Figure 1. Met2 routing (run 1).
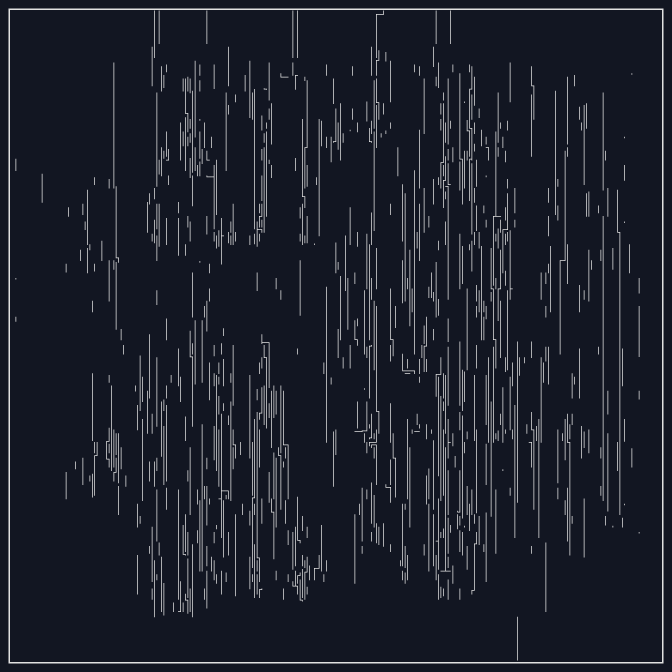
Figure 2. Gate-type map (run 1).
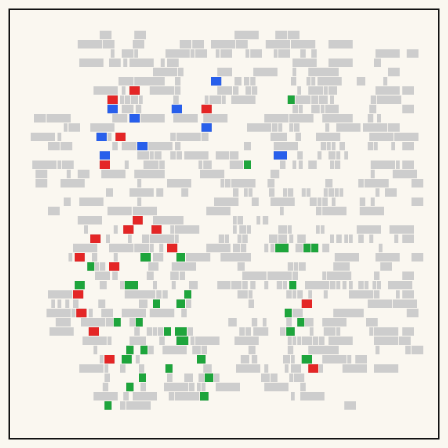
Figure 3. Cell area per tile (run 1).
13 x 13 tiles, from white (low) to dark blue (high), 0 to 100% covered.
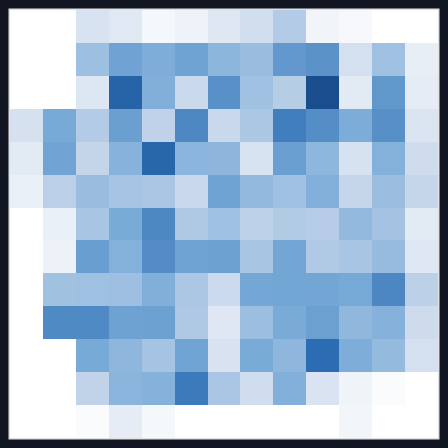
Figure 4. Routed metal, one color a layer (run 1).
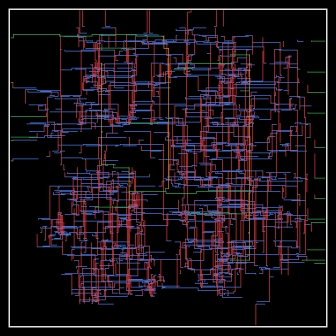
`config.mk`:
```
export PLATFORM = sky130hd
export DESIGN_NAME = fps_meter
export DESIGN_NICKNAME = d
export VERILOG_FILES = /design/src/rtl/fps_meter_pkg.sv /design/src/rtl/fps_meter_bin2bcd.sv /design/src/rtl/fps_meter.sv
export SDC_FILE = /design/constraint.sdc
export NUM_CORES = 1
export LEC_CHECK = 0
export CAP_MARGIN = 40
export CORE_MARGIN = 4
export CORE_UTILIZATION = 33
export DETAILED_ROUTE_END_ITERATION = 8
export PLACE_DENSITY_LB_ADDON = 0.08
export REMOVE_ABC_BUFFERS = 1
export SETUP_SLACK_MARGIN = 0.15
export SYNTH_ARGS = -nofsm -noshare
export SYNTH_HDL_FRONTEND = slang
export SYNTH_HIERARCHICAL = 1
export SYNTH_SLANG_ARGS = --single-unit
```
`constraint.sdc`:
```
create_clock -name pixel_clk -period 2.95 [get_ports pixel_clk]
set_clock_uncertainty 0.15 [all_clocks]
set_input_delay 0.295 -clock pixel_clk [delete_from_list [all_inputs] [get_ports pixel_clk]]
set_output_delay 0.295 -clock pixel_clk [all_outputs]
set_load 0.005 [all_outputs]
```
`src/rtl/fps_meter_pkg.sv`:
```
`default_nettype none
// ============================================================================
// Module      : fps_meter_pkg
// Description : Shared definitions for the FPS meter and the text overlay
//               that indexes its glyph table by BCD nibble.
// Revision    : 1.0 - initial release
// ============================================================================
package fps_meter_pkg;

  localparam int BCD_DIGITS = 3;
  localparam int BIN_W      = 10;
  localparam int CONV_ITERS = 10;

  // Converter sequencing: wait for a start, shift BIN_W times, publish.
  typedef enum logic [1:0] {
    IDLE  = 2'd0,
    SHIFT = 2'd1,
    DONE  = 2'd2
  } conv_state_t;

  // Clamp a raw frame count to the largest value the readout can show.
  function automatic logic [BIN_W-1:0] sat_count(input logic [BIN_W-1:0] cnt,
                                                 input logic [BIN_W-1:0] limit);
    return (cnt > limit) ? limit : cnt;
  endfunction

endpackage
`default_nettype wire

```
`src/rtl/fps_meter_bin2bcd.sv`:
```
`default_nettype none
// ============================================================================
// Module      : bin2bcd
// Description : Sequential shift-add (double-dabble) binary to BCD converter.
//               One bit per cycle; the BCD result is stable while done is high.
// Revision    : 1.0 - initial release
// ============================================================================
module bin2bcd #(
  parameter int BIN_W      = fps_meter_pkg::BIN_W,
  parameter int BCD_DIGITS = fps_meter_pkg::BCD_DIGITS
) (
  input  logic                    clk,
  input  logic                    rst,
  input  logic                    start,
  input  logic [BIN_W-1:0]        bin_in,
  output logic                    busy,
  output logic                    done,
  output logic [BIN_W-1:0]        bin_out,
  output logic [4*BCD_DIGITS-1:0] bcd_out
);
  import fps_meter_pkg::*;

  localparam int c_bcd_w = 4 * BCD_DIGITS;
  localparam int c_w     = c_bcd_w + BIN_W;
  localparam int c_iters = BIN_W;
  localparam int c_iw    = $clog2(c_iters + 1);

  conv_state_t      r_state;
  logic [c_w-1:0]   r_shift;
  logic [c_w-1:0]   w_adj;
  logic [c_iw-1:0]  r_iter;
  logic [BIN_W-1:0] r_bin;

  // Add 3 to every BCD nibble that would overflow past 9 after the next shift.
  always_comb begin
    w_adj = r_shift;
    for (int d = 0; d < BCD_DIGITS; d++) begin
      if (r_shift[BIN_W + 4*d +: 4] >= 4'd5) begin
        w_adj[BIN_W + 4*d +: 4] = r_shift[BIN_W + 4*d +: 4] + 4'd3;
      end
    end
  end

  // Conversion sequencer; busy/done are registered alongside the state.
  always_ff @(posedge clk) begin
    if (rst) begin
      r_state <= IDLE;
      r_shift <= '0;
      r_iter  <= '0;
      r_bin   <= '0;
      busy    <= 1'b0;
      done    <= 1'b0;
    end else begin
      done <= 1'b0;
      case (r_state)
        IDLE: begin
          if (start) begin
            r_shift <= {{c_bcd_w{1'b0}}, bin_in};
            r_bin   <= bin_in;
            r_iter  <= '0;
            r_state <= SHIFT;
            busy    <= 1'b1;
          end
        end
        SHIFT: begin
          r_shift <= {w_adj[c_w-2:0], 1'b0};
          r_iter  <= r_iter + 1'b1;
          if (r_iter == c_iw'(c_iters - 1)) begin
            r_state <= DONE;
            done    <= 1'b1;
          end
        end
        DONE: begin
          r_state <= IDLE;
          busy    <= 1'b0;
        end
        default: begin
          r_state <= IDLE;
          busy    <= 1'b0;
        end
      endcase
    end
  end

  assign bin_out = r_bin;
  assign bcd_out = r_shift[c_w-1 -: c_bcd_w];

endmodule
`default_nettype wire

```
`src/rtl/fps_meter.sv`:
```
`default_nettype none
// ============================================================================
// Module      : fps_meter
// Description : Counts frame-sync rising edges over a one-second gate and
//               publishes the count in binary and as three BCD digits.
// Revision    : 1.0 - initial release
// ============================================================================
module fps_meter
  import fps_meter_pkg::*;
#(
  parameter int CLK_FREQ = 25_000_000,
  parameter int MAX_FPS  = 999
) (
  input  logic                    pixel_clk,
  input  logic                    rst,
  input  logic                    vsync_in,
  output logic [BIN_W-1:0]        fps_bin,
  output logic [4*BCD_DIGITS-1:0] fps_digits,
  output logic                    fps_valid,
  output logic                    busy
);

  localparam int               c_gate_w    = $clog2(CLK_FREQ);
  localparam logic [c_gate_w-1:0] c_gate_last = c_gate_w'(CLK_FREQ - 1);
  localparam logic [BIN_W-1:0] c_max_fps   = BIN_W'(MAX_FPS);
  localparam logic [BIN_W-1:0] c_frame_max = {BIN_W{1'b1}};

  logic                    r_sync1;
  logic                    r_sync2;
  logic                    r_sync3;
  logic                    r_edge;
  logic [c_gate_w-1:0]     r_gate_cnt;
  logic                    w_gate_tick;
  logic [BIN_W-1:0]        r_frame_cnt;
  logic [BIN_W-1:0]        w_sat_cnt;
  logic                    w_conv_busy;
  logic                    w_conv_done;
  logic [BIN_W-1:0]        w_conv_bin;
  logic [4*BCD_DIGITS-1:0] w_conv_bcd;

  // Two-flop synchroniser on vsync, then a registered rising-edge pulse.
  always_ff @(posedge pixel_clk) begin
    if (rst) begin
      r_sync1 <= 1'b0;
      r_sync2 <= 1'b0;
      r_sync3 <= 1'b0;
      r_edge  <= 1'b0;
    end else begin
      r_sync1 <= vsync_in;
      r_sync2 <= r_sync1;
      r_sync3 <= r_sync2;
      r_edge  <= r_sync2 & ~r_sync3;
    end
  end

  assign w_gate_tick = (r_gate_cnt == c_gate_last);

  // Free-running gate timer, one tick per CLK_FREQ cycles.
  always_ff @(posedge pixel_clk) begin
    if (rst) begin
      r_gate_cnt <= '0;
    end else if (w_gate_tick) begin
      r_gate_cnt <= '0;
    end else begin
      r_gate_cnt <= r_gate_cnt + 1'b1;
    end
  end

  // Saturating frame counter; an edge coincident with the tick opens the new window.
  always_ff @(posedge pixel_clk) begin
    if (rst) begin
      r_frame_cnt <= '0;
    end else if (w_gate_tick) begin
      r_frame_cnt <= {{(BIN_W-1){1'b0}}, r_edge};
    end else if (r_edge && (r_frame_cnt != c_frame_max)) begin
      r_frame_cnt <= r_frame_cnt + 1'b1;
    end
  end

  assign w_sat_cnt = sat_count(r_frame_cnt, c_max_fps);

  bin2bcd #(
    .BIN_W      (BIN_W),
    .BCD_DIGITS (BCD_DIGITS)
  ) u_bin2bcd (
    .clk     (pixel_clk),
    .rst     (rst),
    .start   (w_gate_tick),
    .bin_in  (w_sat_cnt),
    .busy    (w_conv_busy),
    .done    (w_conv_done),
    .bin_out (w_conv_bin),
    .bcd_out (w_conv_bcd)
  );

  // Publish a finished conversion in one step so the overlay never sees partial digits.
  always_ff @(posedge pixel_clk) begin
    if (rst) begin
      fps_bin    <= '0;
      fps_digits <= '0;
      fps_valid  <= 1'b0;
    end else begin
      fps_valid <= w_conv_done;
      if (w_conv_done) begin
        fps_bin    <= w_conv_bin;
        fps_digits <= w_conv_bcd;
      end
    end
  end

  assign busy = w_conv_busy;

endmodule
`default_nettype wire

```
==> results_tabular.tex, run 1 <==
% Synthesis and place-and-route results
\begin{tabular}{lr}
\hline
Metric & Value \\
\hline
\multicolumn{2}{l}{\textbf{Floorplanning}} \\
\quad Std cell rows & 42 \\
\multicolumn{2}{l}{\textbf{Detailed routing}} \\
\quad Routed met1 length & roughly 4800 µm \\
\quad Uppermost signal routing layer after detailed routing & met4 \\
\quad DR WL met3 & $\sim$330 µm \\
\quad Router iterations before antenna repair & 4 \\
\quad Post-route DRC violation count & 0 \\
\multicolumn{2}{l}{\textbf{Cells and area}} \\
\quad Final net count & 550 \\
\multicolumn{2}{l}{\textbf{Power and ir drop}} \\
\quad Power in the clock group & 1.13 mW \\
\quad Part of the total power dissipated in the clock network & 44.1\% \\
\quad Reported sequential group power & 1.39 mW \\
\multicolumn{2}{l}{\textbf{Global route}} \\
\quad Met1 capacity usage during global routing & 16.9\% \\
\multicolumn{2}{l}{\textbf{Run status}} \\
\quad Result of the run & finished clean \\
\multicolumn{2}{l}{\textbf{Critical path}} \\
\quad Setup slack on the worst flop-to-flop path & 0.39 ns \\
\quad Worst path buffer plus inverter count & 2 \\
\multicolumn{2}{l}{\textbf{Synth}} \\
\quad Prevailing post-synth register cell & dfxtp\_1 \\
\quad Post-synthesis instance total & roughly 530 \\
\quad Post-Synthesis Mean Instance Area & around 8.6 µm² \\
\quad Cell taking the most area after synthesis & dfxtp\_1 \\
\quad Number of synthesized register bits & 102 \\
\multicolumn{2}{l}{\textbf{STA}} \\
\quad Total Neg Setup Slack & 0 ns \\
\multicolumn{2}{l}{\textbf{Min path}} \\
\quad Worst Min Path Start & rst \\
\quad Path class of the lowest-slack min-delay path & in -> reg \\
\hline
\end{tabular}
## Picture notes: Figure 1
The layer holds 45% of the routed length. The longest straight run is 54.7 µm. The layer carries 4360 µm of wire.
final wirelength: 9730 µm
overall via count from detail_route: 3570
global-route track usage on met2: 19.9%

## Picture notes: Figure 2
Key: non-inverting ao/oa cells = blue [cells 9, most used a22o_1]; and/or cells = green [cells 33, most used or3_1]; xor and xnor cells = red [cells 18, most used xnor2_1]
Cell Count, Final, Fillers Out: 718
combinational fraction of the cell area: 43.1%
most frequently placed logic cell in the final layout: dfxtp_1

## Picture notes: Figure 3
The mean over all tiles is 32%. 2.4% of the tiles are over 75% full. The densest ninth of the die: center. The fullest tile reaches 89%. 15% of the tiles are nearly empty.
Post-Route Utilization: 38.7%
core box area: 13400 µm²
FP Core Util: 34.1%

## Picture notes: Figure 4
Key: metal 3 = green [wire length 330 µm]; metal 4 = orange [wire length 200 µm]; metal 1 = blue [wire length 4840 µm]; metal 2 = red [wire length 4360 µm]
Global Route Usage Sum: 12.8%
post-DR wirelength/cell: 13.5 µm

[run 1: final cells by class]
class	count	area (µm²)	area share (%)
multi-input cells	371	2240	43.1
inverters	16	60.1	1.16
clock inverters	2	16.3	0.313
flip-flops and latches	102	2040	39.3
clock buffers	14	264	5.08
well taps	176	220	4.24
repair buffers	37	350	6.75
[run 1: placed cells by master (no fill, tap or decap), drive strengths merged, types with 2 or more instances in the layout]
master	n
dfxtp	102
or4b	2
a21oi	44
o311ai	2
nand3	17
clkdlybuf4s50	25
and4	4
nor3	22
xor2	8
nor4	2
nor2b	16
inv	16
buf	12
or2	4
or3	10
xnor2	10
nand2b	5
a211oi	2
clkbuf	14
a22o	8
o31ai	4
ha	10
nand2	36
o21ai	17
nor2	87
a22oi	2
and3	4
nand4	9
mux2i	26
nor3b	2
a2111oi	2
or4	7
[run 1: cells in the mapped netlist, drive strengths merged, types with 9 or more instances]
master / n
o21ai: 17
or3: 10
dfxtp: 102
nand4: 9
inv: 16
nor2b: 16
nor2: 87
nand2: 36
ha: 10
clkbuf: 19
mux2i: 26
a21oi: 44
nand3: 17
nor3: 22
xnor2: 10
buf: 23
[run 1: state kept, by name, indices dropped and copies added (netlist names), 2 cells and up]
signal	cells
fps_bin	10
fps_digits	12
r_frame_cnt	10
r_gate_cnt	25
u_bin2bcd/bin_out	10
u_bin2bcd/r_iter	4
u_bin2bcd/r_shift	22
u_bin2bcd/r_state	2
[run 1: worst max-delay path by stage]
| stage | from | end | slack (ns) | cells after the start |
|---|---|---|---|---|
| floorplan | r_gate_cnt[0] | u_bin2bcd/bin_out[0] | 0.03 | 7 |
| global placement | r_gate_cnt[0] | u_bin2bcd/r_iter[3] | 0.26 | 8 |
| detailed placement | r_gate_cnt[0] | u_bin2bcd/r_iter[3] | 0.18 | 8 |
| CTS | r_gate_cnt[0] | u_bin2bcd/r_iter[3] | 0.20 | 8 |
| global route | r_gate_cnt[0] | u_bin2bcd/bin_out[1] | 0.19 | 9 |
| finish | r_gate_cnt[0] | u_bin2bcd/bin_out[8] | 0.39 | 9 |
[run 1: logic make-up after synthesis]
kind of cell | synth area share [%]
compound gates | 11.2
xor+xnor | 3.45
fa+ha+maj | 2.74
buf+inv | 6.36
flops | 44.7
mux | 5.95
simple gates | 25.6
[run 1: worst reg2reg max path, cell delays in order (launching register included)]
cell and delay, ns:
dfxtp_1 0.37, ha_1 0.25, nand3_2 0.11, or4_1 0.57, nor2_2 0.21, buf_4 0.15
nor3b_1 0.24, buf_4 0.22, nand2_1 0.08, a21oi_1 0.14
[run 1: what timing repair did]
item / CTS / global route
setup buffers: 0 / 0
gates resized: 0 / 2
setup endpoints to repair: 0 / 15
[run 1: through the flow]
stage	cells	util [%]	power [mW]	instance area, µm²
final	718	38.7	2.56	5190
after global routing	718	38.7	2.68	5190
after CTS	718	38.7	2.61	5190
after detailed placement	702	36.6	1.46	4910
after global placement	702	36.6	1.46	4910
after floorplan	489	-	1.43	4340
Figure 5. Routing congestion map (run 1).
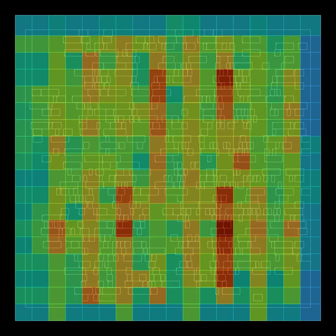

## Run 2: what changed since run 1
--- a/config.mk
+++ b/config.mk
@@ -8,6 +8,7 @@
 export CAP_MARGIN = 40
 export CORE_MARGIN = 4
 export CORE_UTILIZATION = 33
+export CTS_BUF_LIST = sky130_fd_sc_hd__clkbuf_2 sky130_fd_sc_hd__clkbuf_4 sky130_fd_sc_hd__clkbuf_8
 export DETAILED_ROUTE_END_ITERATION = 8
 export PLACE_DENSITY_LB_ADDON = 0.08
 export REMOVE_ABC_BUFFERS = 1
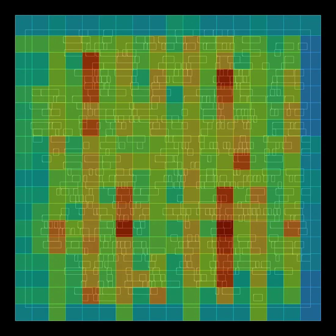
Figure 6: run 2, routing congestion map.
Most Crowded Layer GR: met2
global-route track usage on met2: 19.8%
Global Route Usage Sum: 12.8%

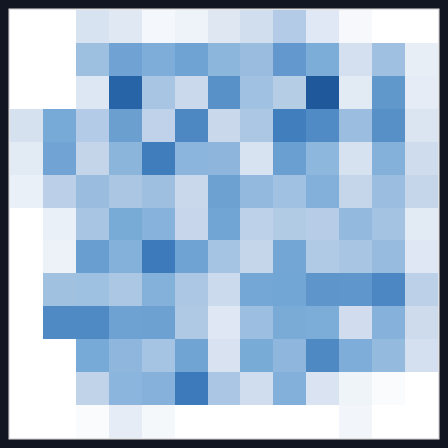
Figure 7: run 2, cell area per tile.
13 x 13 tiles, from white (low) to dark blue (high), 0 to 100% covered.
1.2% of the tiles are over 75% full. The densest ninth of the die: center. The mean over all tiles is 31%. 15% of the tiles are nearly empty. The fullest tile reaches 84%.
Post-Route Utilization: 38.1%

==> results_tabular.tex, run 2 <==
% Synthesis and place-and-route results
\begin{tabular}{lr}
\hline
Metric & Value \\
\hline
\multicolumn{2}{l}{\textbf{Run status}} \\
\quad Result of the run & finished clean \\
\multicolumn{2}{l}{\textbf{Synth}} \\
\quad Synth top area share & 44.7\% \\
\quad Prevailing post-synth register cell & dfxtp\_1 \\
\quad Most frequent cells after synthesis & 102 x dfxtp\_1, 84 x nor2\_1, 44 x a21oi\_1 \\
\quad Post-synthesis instance total & 531 (unchanged) \\
\quad Cell taking the most area after synthesis & dfxtp\_1 \\
\quad Number of synthesized register bits & 102 (unchanged) \\
\quad Post-Synthesis Mean Instance Area & 8.60 µm² (unchanged) \\
\multicolumn{2}{l}{\textbf{Cells and area}} \\
\quad Registers with the most flip-flops & r\_gate\_cnt x25, u\_bin2bcd/r\_shift x22, fps\_digits x12 \\
\quad Number of flip-flops in the largest register & 25 (unchanged) \\
\quad Final cell area excluding filler cells & 5100 µm² (-1.7\%) \\
\quad Area occupied by multi-input gates & 2240 µm² (unchanged) \\
\quad Final net count & 550 (unchanged) \\
\quad Most frequently placed logic cell in the final layout & dfxtp\_1 \\
\quad Top cells excl fill/tap & 102 x dfxtp\_1, 83 x nor2\_1, 44 x a21oi\_1 \\
\quad Largest reg by FF count & r\_gate\_cnt \\
\quad Sequential cell area & 2040 µm² (unchanged) \\
\multicolumn{2}{l}{\textbf{Floorplanning}} \\
\quad FP Core Util & 34.1\% (unchanged) \\
\quad Core box area & 13400 µm² (unchanged) \\
\multicolumn{2}{l}{\textbf{Detailed routing}} \\
\quad Post-DR wirelength/cell & 13.7 µm (+0.78\%) \\
\quad Post-route DRC violation count & 0 (unchanged) \\
\quad Final wirelength & 9800 µm (+0.78\%) \\
\quad Overall via count from detail\_route & 3563 (-0.20\%) \\
\multicolumn{2}{l}{\textbf{Power and ir drop}} \\
\quad Design Power & 2.29 mW (-10\%) \\
\multicolumn{2}{l}{\textbf{Place}} \\
\quad Area post-placement & 4910 µm² (unchanged) \\
\multicolumn{2}{l}{\textbf{Min path}} \\
\quad Path class of the lowest-slack min-delay path & in -> reg \\
\multicolumn{2}{l}{\textbf{STA}} \\
\quad Total Neg Setup Slack & 0 ns (unchanged) \\
\hline
\end{tabular}
-- run 2: cell type report --
type / count / share of cell area [%]
clock buffers: 14 / 3.41
clock inverters: 2 / 0.319
inverters: 16 / 1.18
multi-input cells: 371 / 43.9
flip-flops and latches: 102 / 40.0
well taps: 176 / 4.32
repair buffers: 37 / 6.87
-- run 2: cell families after synthesis --
logic type / Yosys count / share of synthesized area (%)
and+or+nand+nor: 231 / 25.6
AOI/OAI and AO/OA: 85 / 11.2
muxes: 27 / 5.95
buffers and inverters: 58 / 6.36
adders and majority gates: 10 / 2.74
DFF: 102 / 44.7
xor gates and xnor gates: 18 / 3.45
-- run 2: critical path: stages, from the launching register on --
cell     delay, ns
dfxtp_1       0.38
ha_1          0.25
nand3_2       0.10
or4_1         0.57
nor2_2        0.21
buf_4         0.14
nor3b_1       0.23
buf_4         0.22
nand2_1       0.08
a21oi_1       0.13
-- run 2: worst paths after layout --
check / from / end / slack (ns) / cells after the start
max reg2reg: r_gate_cnt[0] / u_bin2bcd/bin_out[9] / 0.40 / 9
min: rst / r_gate_cnt[4] / 0.16 / 2
max: r_gate_cnt[0] / u_bin2bcd/bin_out[9] / 0.40 / 9
min reg2reg: r_sync3 / r_edge / 0.24 / 1
-- run 2: timing repair --
action                                  CTS  global route
gates resized                             0             2
endpoints found under the setup margin    0            15
buffers inserted                          0             0
-- run 2: report_power, final --
| part | leakage [nW] | total, mW | switching [mW] | internal, mW |
|---|---|---|---|---|
| Sequential | 0.822 | 1.39 | 0.00535 | 1.38 |
| Combinational | 0.790 | 0.0428 | 0.0297 | 0.0131 |
| Clock | 0.0972 | 0.862 | 0.478 | 0.384 |
| Total | 1.71 | 2.29 | 0.513 | 1.78 |
-- run 2: metal layers --
layer,global-route usage (%),part of all wire [%],vias up
li1,-,-,1820
met1,16.8,50,1683
met2,19.8,45,46
met3,3.64,3.4,14
met4,4.97,1.9,0
met5,0,0,-
-- run 2: stage by stage --
stage	std cells	setup WS, ns
2_1_floorplan	489	0.0321
3_3_place_gp	702	0.264
3_5_place_dp	702	0.180
4_1_cts	718	0.200
5_1_grt	718	0.184
6_report	718	0.399
Power figures rest on the tool's default switching activity, not on a simulated workload.
